### src/rtl/ifu_fetch_queue.sv
// Fetch unit: owns the PC, reads even/odd instruction pairs from the ROM and queues them for decode.
// Optional IFU_BYPASS_EN presents the eve word combinationally when the queue is empty.
module ifu_fetch_queue #(
  parameter int unsigned       WIDTH    = 32,
  parameter int unsigned       AWIDTH   = 30,
  parameter int unsigned       QDEPTH   = 4,
  parameter logic [AWIDTH-1:0] RESET_PC = '0
) (
  input  logic              clk,
  input  logic              rst_n,
  input  logic              fetch_en,
  input  logic              redirect_vld,
  input  logic [AWIDTH-1:0] redirect_addr,
  output logic              rom_cs,
  output logic [AWIDTH-1:0] rom_addr,
  input  logic [WIDTH-1:0]  rom_dout_eve,
  input  logic [WIDTH-1:0]  rom_dout_odd,
  output logic              inst_vld,
  input  logic              inst_rdy,
  output logic [WIDTH-1:0]  inst,
  output logic [AWIDTH-1:0] inst_pc
);

  localparam int unsigned PW = $clog2(QDEPTH);
  localparam int unsigned CW = PW + 1;

  typedef enum logic [0:0] {StIdle, StRun} state_e;

  state_e            state_q, state_d;
  logic [AWIDTH-1:0] pc_q, pc_d, pc_p1;
  logic [CW-1:0]     count_q, count_d, free, remaining;
  logic [PW-1:0]     rd_ptr_q, rd_ptr_d, wr_ptr_q, wr_ptr_d, wr_ptr_p1;
  logic [WIDTH-1:0]  mem_inst_q [QDEPTH];
  logic [AWIDTH-1:0] mem_pc_q   [QDEPTH];
  logic [WIDTH-1:0]  head_inst_q, head_inst_d;
  logic [AWIDTH-1:0] head_pc_q, head_pc_d;

  logic              fetch_ok, fetch_pair, fetch_one, bypass, bypass_taken, deq;
  logic [1:0]        n_wr;
  logic [WIDTH-1:0]  w0_inst, w1_inst;
  logic [AWIDTH-1:0] w0_pc, w1_pc;

  // State follows fetch_en; redirect never touches it.
  always_comb begin
    state_d = state_q;
    unique case (state_q)
      StIdle:  if (fetch_en) state_d = StRun;
      StRun:   if (!fetch_en) state_d = StIdle;
      default: state_d = StIdle;
    endcase
  end

  // Free space comes from the registered count; a same-cycle dequeue is not credited.
  assign free       = CW'(QDEPTH) - count_q;
  assign fetch_ok   = (state_q == StRun) && fetch_en && !redirect_vld;
  assign fetch_pair = fetch_ok && (free >= CW'(2));
  assign fetch_one  = fetch_ok && (free == CW'(1));
  assign rom_cs     = fetch_pair || fetch_one;
  assign rom_addr   = pc_q;
  assign pc_p1      = pc_q + AWIDTH'(1);
  assign wr_ptr_p1  = wr_ptr_q + PW'(1);

`ifdef IFU_BYPASS_EN
  // An empty queue always has room for a pair, so bypass only ever sees pair fetches.
  assign bypass = rom_cs && (count_q == '0);
`else
  assign bypass = 1'b0;
`endif

  assign inst_vld     = bypass || (count_q != '0);
  assign inst         = bypass ? rom_dout_eve : head_inst_q;
  assign inst_pc      = bypass ? pc_q : head_pc_q;
  assign bypass_taken = bypass && inst_rdy;
  assign deq          = inst_vld && inst_rdy && !bypass;

  always_comb begin
    n_wr    = 2'd0;
    w0_inst = rom_dout_eve;
    w0_pc   = pc_q;
    w1_inst = rom_dout_odd;
    w1_pc   = pc_p1;
    pc_d    = pc_q;
    if (fetch_pair) begin
      pc_d = pc_q + AWIDTH'(2);
      if (bypass_taken) begin
        n_wr    = 2'd1;
        w0_inst = rom_dout_odd;
        w0_pc   = pc_p1;
      end else begin
        n_wr = 2'd2;
      end
    end else if (fetch_one) begin
      n_wr = 2'd1;
      pc_d = pc_p1;
    end
    if (redirect_vld) begin
      pc_d = redirect_addr;
    end
  end

  always_comb begin
    remaining = count_q - CW'(deq);
    if (redirect_vld) begin
      count_d  = '0;
      rd_ptr_d = '0;
      wr_ptr_d = '0;
    end else begin
      count_d  = count_q + CW'(n_wr) - CW'(deq);
      rd_ptr_d = rd_ptr_q + PW'(deq);
      wr_ptr_d = wr_ptr_q + PW'(n_wr);
    end
  end

  // Next head: a surviving entry if one remains, else the first word written this cycle.
  always_comb begin
    head_inst_d = head_inst_q;
    head_pc_d   = head_pc_q;
    if (count_d != '0) begin
      if (remaining != '0) begin
        head_inst_d = mem_inst_q[rd_ptr_d];
        head_pc_d   = mem_pc_q[rd_ptr_d];
      end else begin
        head_inst_d = w0_inst;
        head_pc_d   = w0_pc;
      end
    end
  end

  always_ff @(posedge clk or negedge rst_n) begin
    if (!rst_n) begin
      state_q     <= StIdle;
      pc_q        <= RESET_PC;
      count_q     <= '0;
      rd_ptr_q    <= '0;
      wr_ptr_q    <= '0;
      head_inst_q <= '0;
      head_pc_q   <= RESET_PC;
    end else begin
      state_q     <= state_d;
      pc_q        <= pc_d;
      count_q     <= count_d;
      rd_ptr_q    <= rd_ptr_d;
      wr_ptr_q    <= wr_ptr_d;
      head_inst_q <= head_inst_d;
      head_pc_q   <= head_pc_d;
    end
  end

  always_ff @(posedge clk or negedge rst_n) begin
    if (!rst_n) begin
      for (int i = 0; i < int'(QDEPTH); i++) begin
        mem_inst_q[i] <= '0;
        mem_pc_q[i]   <= '0;
      end
    end else begin
      if (n_wr != 2'd0) begin
        mem_inst_q[wr_ptr_q] <= w0_inst;
        mem_pc_q[wr_ptr_q]   <= w0_pc;
      end
      if (n_wr == 2'd2) begin
        mem_inst_q[wr_ptr_p1] <= w1_inst;
        mem_pc_q[wr_ptr_p1]   <= w1_pc;
      end
    end
  end

endmodule

### config.mk
export PLATFORM = sky130hd
export DESIGN_NAME = ifu_fetch_queue
export DESIGN_NICKNAME = d
export VERILOG_FILES = /design/src/rtl/ifu_fetch_queue.sv
export SDC_FILE = /design/constraint.sdc
export NUM_CORES = 1
export LEC_CHECK = 0
export CORE_MARGIN = 2
export CORE_UTILIZATION = 50
export DETAILED_ROUTE_END_ITERATION = 6
export GPL_TIMING_DRIVEN = 1
export PLACE_DENSITY = 0.72
export SLEW_MARGIN = 20
export SYNTH_ARGS = -nofsm -noshare
export SYNTH_HDL_FRONTEND = slang
export SYNTH_SLANG_ARGS = --single-unit
### constraint.sdc
create_clock -name clk -period 4.3 [get_ports clk]
set_input_delay 1.29 -clock clk [delete_from_list [all_inputs] [get_ports clk]]
set_output_delay 1.29 -clock clk [all_outputs]
set_load 0.005 [all_outputs]
Fig. 1: met1 routing
Supply wires on this layer in grey.
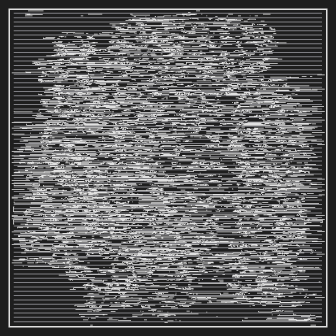
main direction	horizontal
longest straight run	49.2 um
nets with wire on the layer	2076
vias: 17398
drt total wl: 62600 um
grt met1 use: 44.5%

Fig. 2: metal 2
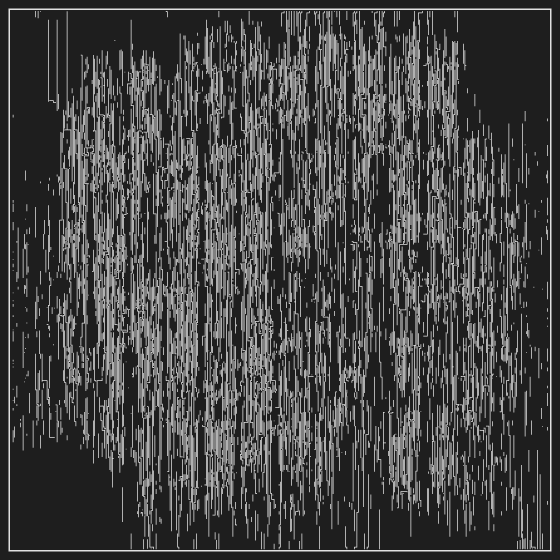
wire length on this layer	28.1 mm
share of all routed wire	45%
GR met2 Demand/Resource: 49.4%

==> flow_metrics.env <==
# physical design summary
export IMPL_outcome="completed"
export IMPL_netlist_instances=2040
export IMPL_htreeDepth=2
export IMPL_wire_per_inst_um=23.5
export IMPL_die_width_um=198
export IMPL_internal_power_uw=9880
export IMPL_io_buffers=192
export IMPL_top_logic_kind="simple AND/OR/NAND/NOR gates"
export IMPL_root_buffer="clkbuf_16"
export IMPL_gp_congestion=0.954
export IMPL_common_cells="nand2_1, dfrtp_1, nor2_1"
export IMPL_async_flop_share_pct=100
export IMPL_worst_slack_ps=252
export IMPL_cp_start_kind="primary input"
export IMPL_hold_buffers=0
export IMPL_synth_cell_types=74
export IMPL_top_cell="nand2_1"
export IMPL_worstReg2RegEnd="inst[22]$_DFFE_PN0P_"
export IMPL_p_per_area_nw_per_um2=677
export IMPL_synth_area_um2=18800
export IMPL_worstSetupEndpointType="output pin"
export IMPL_numSynthFlops=348
export IMPL_reg2regPathDepth=17
export IMPL_ant_nets=0
export IMPL_drive_gt1_share_pct=12.1
export IMPL_design_area_um2=22700
export IMPL_cp_required_ps=3010
export IMPL_grt_usage_pct=32.3
export IMPL_tns_ps=0
export IMPL_cts_resized=0
export IMPL_largest_reg_flops=128
export IMPL_io_pins=193
export IMPL_fillers=3098
export IMPL_fp_utilization_pct=50.4
export IMPL_crit_arrival_ps=2760
export IMPL_top_cells_by_area="dfrtp_1, nand2_1, mux4_2, a31oi_1, nor2_1"
export IMPL_via_per_inst=6.53
export IMPL_sw_frac_of_total_pct=35.5
export IMPL_path_class="primary input to output pin"
export IMPL_dr_pass1_iters=6
export IMPL_dpl_cell_area_um2=21400
export IMPL_worstHoldEndpoint="inst[3]$_DFFE_PN0P_"
export IMPL_setup_viol=0
export IMPL_top_register="mem_inst_q"
export IMPL_clk_latency_ps=550
export IMPL_fmax_mhz=247
export IMPL_grt_max_degree=110
export IMPL_die_y_um=198
export IMPL_clock_sinks=348
export IMPL_rrSetupSlack_ps=730
export IMPL_drv_cap=0
export IMPL_ys_sh_aoi_pct=16.6
export IMPL_yosysSeqAreaShare_pct=46.3
export IMPL_clock_power_share_pct=20.9
export IMPL_hp_start="inst[3]$_DFFE_PN0P_"
export IMPL_crit_path_end="rom_cs"
export IMPL_crit_top_cell="clkdlybuf4s50_1"
export IMPL_path_depth=5
export IMPL_place_ws_ps=30.7
export IMPL_antenna_found_initial=0
export IMPL_startpoint="fetch_en"
export IMPL_finalCritPeriodShare_pct=94.1
export IMPL_ff_type="dfrtp_1"
export IMPL_simple_gate_share_pct=18.8
export IMPL_p_switching_uw=5450
export IMPL_slowest_stage="clkdlybuf4s50_1"
export IMPL_syn_avg_cell_area_um2=9.22
export IMPL_hold_path_class="flop to flop"
export IMPL_rsz0062_at_grt="false"
export IMPL_nNetsFinal=2277
export IMPL_ys_chip_area_um2=18800
export IMPL_ys_sh_mux_pct=11.4
export IMPL_yosysTopAreaCellShare_pct=46.3
export IMPL_grt_ovfl_total=0
export IMPL_slew_headroom_pct=37.4
export IMPL_p_leak_uw=0.00931
export IMPL_r2r_start="count_q[0]$_DFF_PN0_"
export IMPL_die_area_um2=39200
export IMPL_grt_pass1_vias=17531
export IMPL_core_area_um2=37300
export IMPL_area_growth_pct=20.5
export IMPL_ys_sh_adder_pct=0.905
export IMPL_post_cts_setup_buffers=0
Fig. 3: signal wires on met3
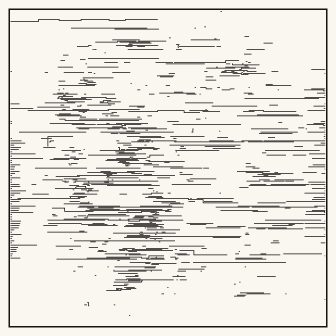
nets with wire on the layer	352
longest straight run	71.5 um
met3 usage: 6.73%

power groups by stage:
stage / logic [uW] / clock network [uW] / registers [uW]
3_5_place_dp: 6460 / 0 / 5650
4_1_cts: 6480 / 3240 / 5620
5_1_grt: 7080 / 3380 / 5790
2_1_floorplan: 4190 / 0 / 5310
3_3_place_gp: 6250 / 0 / 5590
6_report: 6480 / 3200 / 5640
final cells by class:
cell class	count	area (um^2)	share of cell area (%)
clock buffers	60	1160	5.10
flip-flops and latches	348	8710	38.4
repair buffers	264	2740	12.1
inverters	24	90.1	0.398
multi-input cells	1488	9310	41.1
clock inverters	8	55.1	0.243
well taps	474	593	2.62
layer usage:
metal / GRT usage [%] / routed length [um]
met5: 0 / 0
met4: 14.5 / 2690
met3: 6.73 / 6800
met2: 49.4 / 28100
met1: 44.5 / 25000
Power figures rest on the tool's default switching activity, not on a simulated workload.
